[src/rtl/multi_channel_integrity_scoreboard.sv]
// multi_channel_integrity_scoreboard: per-channel magic-packet integrity monitor beside NUM_CH FIFOs
module multi_channel_integrity_scoreboard #(
   parameter int NUM_CH  = 4,
   parameter int WIDTH   = 8,
   parameter int DEPTH   = 8,
   parameter int CNTWID  = $clog2(DEPTH) + 1,
   parameter int MAX_LAT = 64,
   parameter int LATW    = $clog2(MAX_LAT + 1)
) (
   input  logic                    clk,
   input  logic                    rst,
   input  logic [NUM_CH-1:0]       push,
   input  logic [NUM_CH-1:0]       pop,
   input  logic [NUM_CH-1:0]       start,
   input  logic [NUM_CH*WIDTH-1:0] flat_data_in,
   input  logic [NUM_CH*WIDTH-1:0] flat_data_out,
   output logic [NUM_CH-1:0]       chk_vld,
   output logic [NUM_CH-1:0]       chk_pass,
   output logic [NUM_CH-1:0]       busy,
   output logic [NUM_CH-1:0]       err_mismatch,
   output logic [NUM_CH-1:0]       err_timeout,
   output logic [NUM_CH-1:0]       err_ovf,
   output logic                    prop_signal
);
   typedef enum logic [1:0] {IDLE, TRACK, DONE, TOUT} state_e;
   localparam logic [CNTWID-1:0] FULL     = CNTWID'(DEPTH);
   localparam logic [CNTWID-1:0] ONE      = CNTWID'(1);
   localparam logic [LATW-1:0]   LAT_LAST = LATW'(MAX_LAT - 1);
   for (genvar c = 0; c < NUM_CH; c++) begin : g_ch
      state_e            state_q, state_d;
      logic [CNTWID-1:0] occ_q, occ_d, ahead_q, ahead_d;
      logic [LATW-1:0]   lat_q, lat_d;
      logic [WIDTH-1:0]  magic_q, magic_d, din, dout;
      logic              mis_q, tout_q, ovf_q, track, cap, ex, lat_max, ovf_hit;
      assign din     = flat_data_in[c*WIDTH +: WIDTH];
      assign dout    = flat_data_out[c*WIDTH +: WIDTH];
      assign track   = state_q == TRACK;
      assign cap     = (state_q == IDLE || state_q == DONE) && start[c] && push[c];
      assign ex      = track && pop[c] && ahead_q == ONE;
      assign lat_max = lat_q == LAT_LAST;
      assign ovf_hit = push[c] && !pop[c] && occ_q == FULL;
      // The magic packet itself counts toward ahead, so it reaches the head when ahead==1.
      always_comb begin
         occ_d   = (push[c] && !pop[c] && occ_q != FULL) ? occ_q + ONE :
                   (pop[c] && !push[c] && occ_q != '0)   ? occ_q - ONE : occ_q;
         ahead_d = cap ? occ_d : (track && pop[c] && ahead_q != '0) ? ahead_q - ONE : ahead_q;
         lat_d   = cap ? '0 : track ? lat_q + LATW'(1) : lat_q;
         magic_d = cap ? din : magic_q;
         state_d = cap ? TRACK : ex ? DONE : (track && lat_max) ? TOUT : state_q;
      end
      always_ff @(posedge clk or negedge rst) begin
         if (!rst) begin
            state_q <= IDLE;
            occ_q   <= '0;
            ahead_q <= '0;
            lat_q   <= '0;
            magic_q <= '0;
            mis_q   <= 1'b0;
            tout_q  <= 1'b0;
            ovf_q   <= 1'b0;
         end else begin
            state_q <= state_d;
            occ_q   <= occ_d;
            ahead_q <= ahead_d;
            lat_q   <= lat_d;
            magic_q <= magic_d;
            mis_q   <= mis_q | (ex && dout != magic_q);
            tout_q  <= tout_q | (track && lat_max && !ex);
            ovf_q   <= ovf_q | ovf_hit;
         end
      end
      assign chk_vld[c]      = ex;
      assign chk_pass[c]     = ex && dout == magic_q;
      assign busy[c]         = track;
      assign err_mismatch[c] = mis_q;
      assign err_timeout[c]  = tout_q;
      assign err_ovf[c]      = ovf_q;
   end
   assign prop_signal = ~|(chk_vld & ~chk_pass);
endmodule

[config.mk]
export PLATFORM = sky130hd
export DESIGN_NAME = multi_channel_integrity_scoreboard
export DESIGN_NICKNAME = d
export VERILOG_FILES = /design/src/rtl/multi_channel_integrity_scoreboard.sv
export SDC_FILE = /design/constraint.sdc
export NUM_CORES = 1
export LEC_CHECK = 0
export ABC_CLOCK_PERIOD_IN_PS = 3600
export CAP_MARGIN = 20
export CORE_ASPECT_RATIO = 1.5
export CORE_MARGIN = 8
export CORE_UTILIZATION = 40
export CTS_CLUSTER_DIAMETER = 30
export DETAILED_ROUTE_END_ITERATION = 16
export PLACE_DENSITY = 0.74
export SYNTH_ARGS = -nofsm -noshare
export SYNTH_HDL_FRONTEND = slang
export SYNTH_SLANG_ARGS = --single-unit
[constraint.sdc]
create_clock -name clk -period 3.6 [get_ports clk]
set_input_delay 0.36 -clock clk [delete_from_list [all_inputs] [get_ports clk]]
set_output_delay 0.36 -clock clk [all_outputs]
set_load 0.005 [all_outputs]
==> images/port_trees.png <==
Bar = 20 um.
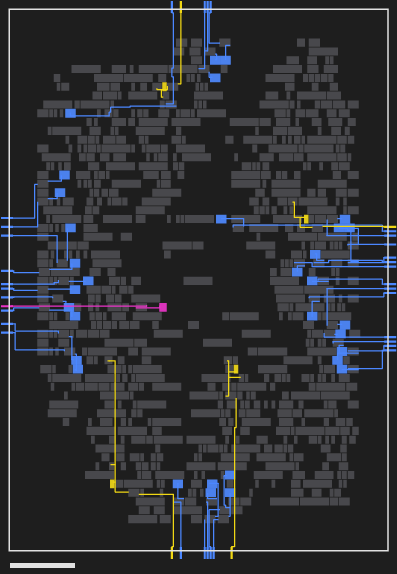
yellow -> chk_vld  # bits 4, direction output, edge 2 bottom, 1 right, 1 top, end cells 4, buffers 4, wire 210 um
blue -> flat_data_out  # bits 32, direction input, edge 13 right, 10 left, 5 bottom, 4 top, end cells 32, buffers 32, wire 829 um
magenta -> prop_signal  # bits 1, direction output, edge left, end cells 1, buffers 1, wire 49.8 um
PortBufs: 102
I/O pins: 103

==> images/placed.png <==
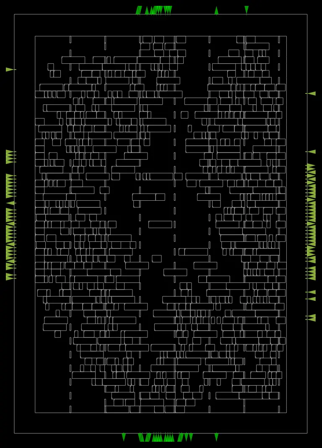
Seq area share: 37.8%
post-route non-filler standard cell count: 930
core area: 14900 sq um

==> images/layers.png <==
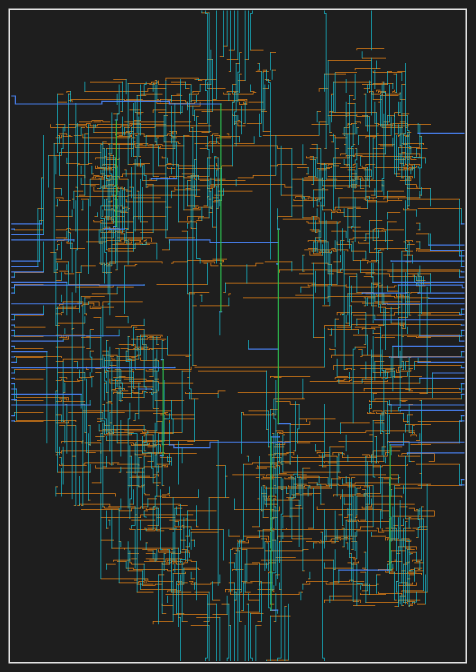
orange -> M1  # wire length 5640 um
cyan -> M2  # wire length 6700 um
green -> M4  # wire length 231 um
blue -> M3  # wire length 759 um
total number of vias: 4598
total detailed-routing wirelength: 13300 um

stage by stage:
stage	util, %	std cells	setup WS, ns	hold slack (ns)
after global placement	47.7	913	0.601	0.362
final	49.7	930	0.674	0.457
after CTS	49.7	930	0.582	0.463
after global routing	49.7	930	0.472	0.478
after floorplan	-	642	1.90	0.0644
after detailed placement	47.7	913	0.613	0.361
synthesized netlist by cell type, types with 14 or more instances:
library cell              number  share of area [%]
sky130_fd_sc_hd__nand2_1     145                9.0
sky130_fd_sc_hd__dfrtp_1     112                 46
sky130_fd_sc_hd__xnor2_1      43                6.2
sky130_fd_sc_hd__nor2_1       33                2.1
sky130_fd_sc_hd__inv_1        27                1.7
sky130_fd_sc_hd__ha_1         23                4.8
sky130_fd_sc_hd__xor2_1       23                3.3
sky130_fd_sc_hd__buf_4        20                2.5
sky130_fd_sc_hd__nand3_1      19                1.6
sky130_fd_sc_hd__nand4_1      18                1.9
sky130_fd_sc_hd__o21ai_0      18                1.5
sky130_fd_sc_hd__nor3_1       14                1.2
area by class of cell:
type                            count  area (sq um)
Sequential cell                   112          2800
Multi-Input combinational cell    462          2890
Inverter                           32           120
Tap cell                          199           249
Clock inverter                      5          40.0
Clock buffer                       11           243
Fill cell                        1438          7510
Timing Repair Buffer              109          1070
power breakdown:
group | switching (mW) | internal, mW | total [mW]
clock network | 0.456 | 0.496 | 0.953
logic | 1.05 | 1.10 | 2.15
registers | 0.515 | 1.85 | 2.36
total | 2.02 | 3.44 | 5.46
per-layer routing:
layer  vias up  wire, um  track usage [%]
li1       2296         -                -
met3        15       758             3.62
met2        96      6700             24.8
met1      2191      5640             16.7
met4         0       230             4.36
met5         -         0                0
==> results.yml <==
# generated from flow reports
sta:
  total_negative_setup_slacks_ns: 0
  fin_worst_skew_ns: 0.0118
  achievable_freq_ghz: 0.342
  rsz0062_at_grt: "no"
  final_critical_path_time_including_i_o_delays_and_setup_ns: 2.93
  slew-limit-headroom_pct: 61.6
  hold_viol_final: 0
layout:
  antenna_cells: 0
  post_route_cells_drive_above_1_share_pct: 7.80
  layout.cells.most_common_list: "sky130_fd_sc_hd__nand2_1 (145), sky130_fd_sc_hd__dfrtp_1 (112), sky130_fd_sc_hd__clkdlybuf4s50_1 (101), sky130_fd_sc_hd__xnor2_1 (43), sky130_fd_sc_hd__nor2_1 (33)"
  final_area_sq_um: 7420
  areaGrowthSynthToFinish_pct: 22.9
  most_flops_register: "g_ch.magic_q"
  biggest_regs: "g_ch.magic_q x32, g_ch.lat_q x28"
setup_path:
  critical_path.reg2reg.startpoint: "g_ch[3].occ_q[0]"
  critPathMaxFanout: 2
  timing.critical_path.from_type: "primary input"
  worst-endpoint-required_ns: 3.24
  timing.critical_path.cells: "clkdlybuf4s50_1, xor2_1, nor4_1, a21oi_1, nor4_1, clkdlybuf4s50_1"
  cp-startpoint: "flat_data_out[25]"
  critical_path.endpoint_type: "primary output"
  critical_path_depth: 6
synthesis:
  post_synth_xor_area_fraction_pct: 9.58
  cell_area_after_synthesis_sq_um: 6040
  synth-main-ff-cell: "sky130_fd_sc_hd__dfrtp_1"
  enable_flop_cells: 0
  syn_inst: 642
  synth.comb.largest_family: "simple AND/OR/NAND/NOR gates"
  warnings_from_yosys: 0
  yosys.stat.chipArea_sq_um: 6040
  yosysCellCount: 642
  synth_flops: 112
  mappedNetlistNets: 743
global_route:
  globalRouteTotalUtil_pct: 14.3
detailed_routing:
  remaining_drc_errors: 0
  antenna_violating_nets_post_route: 0
power:
  p_leak_nw: 3.35
cts:
  clock_tree.htree_level_count: 3
  cts-root-to-sink-buffers: 2
  post_cts_hold_buffer_count: 1
  numCtsBuffers: 9
  cts_resized: 0
  clock-root-buffer: "sky130_fd_sc_hd__clkbuf_16"
run_status:
  status: "finished clean"
die:
  dieArea_sq_um: 19400
  fp.dieH_um: 166
placed_design:
  placer_s_final_routability_congestion_estimate: 0.835
  postPlaceCellArea_sq_um: 7130
min_path:
  worst_hold_path.endpoint: "g_ch[0].ovf_q"
Power figures rest on the tool's default switching activity, not on a simulated workload.
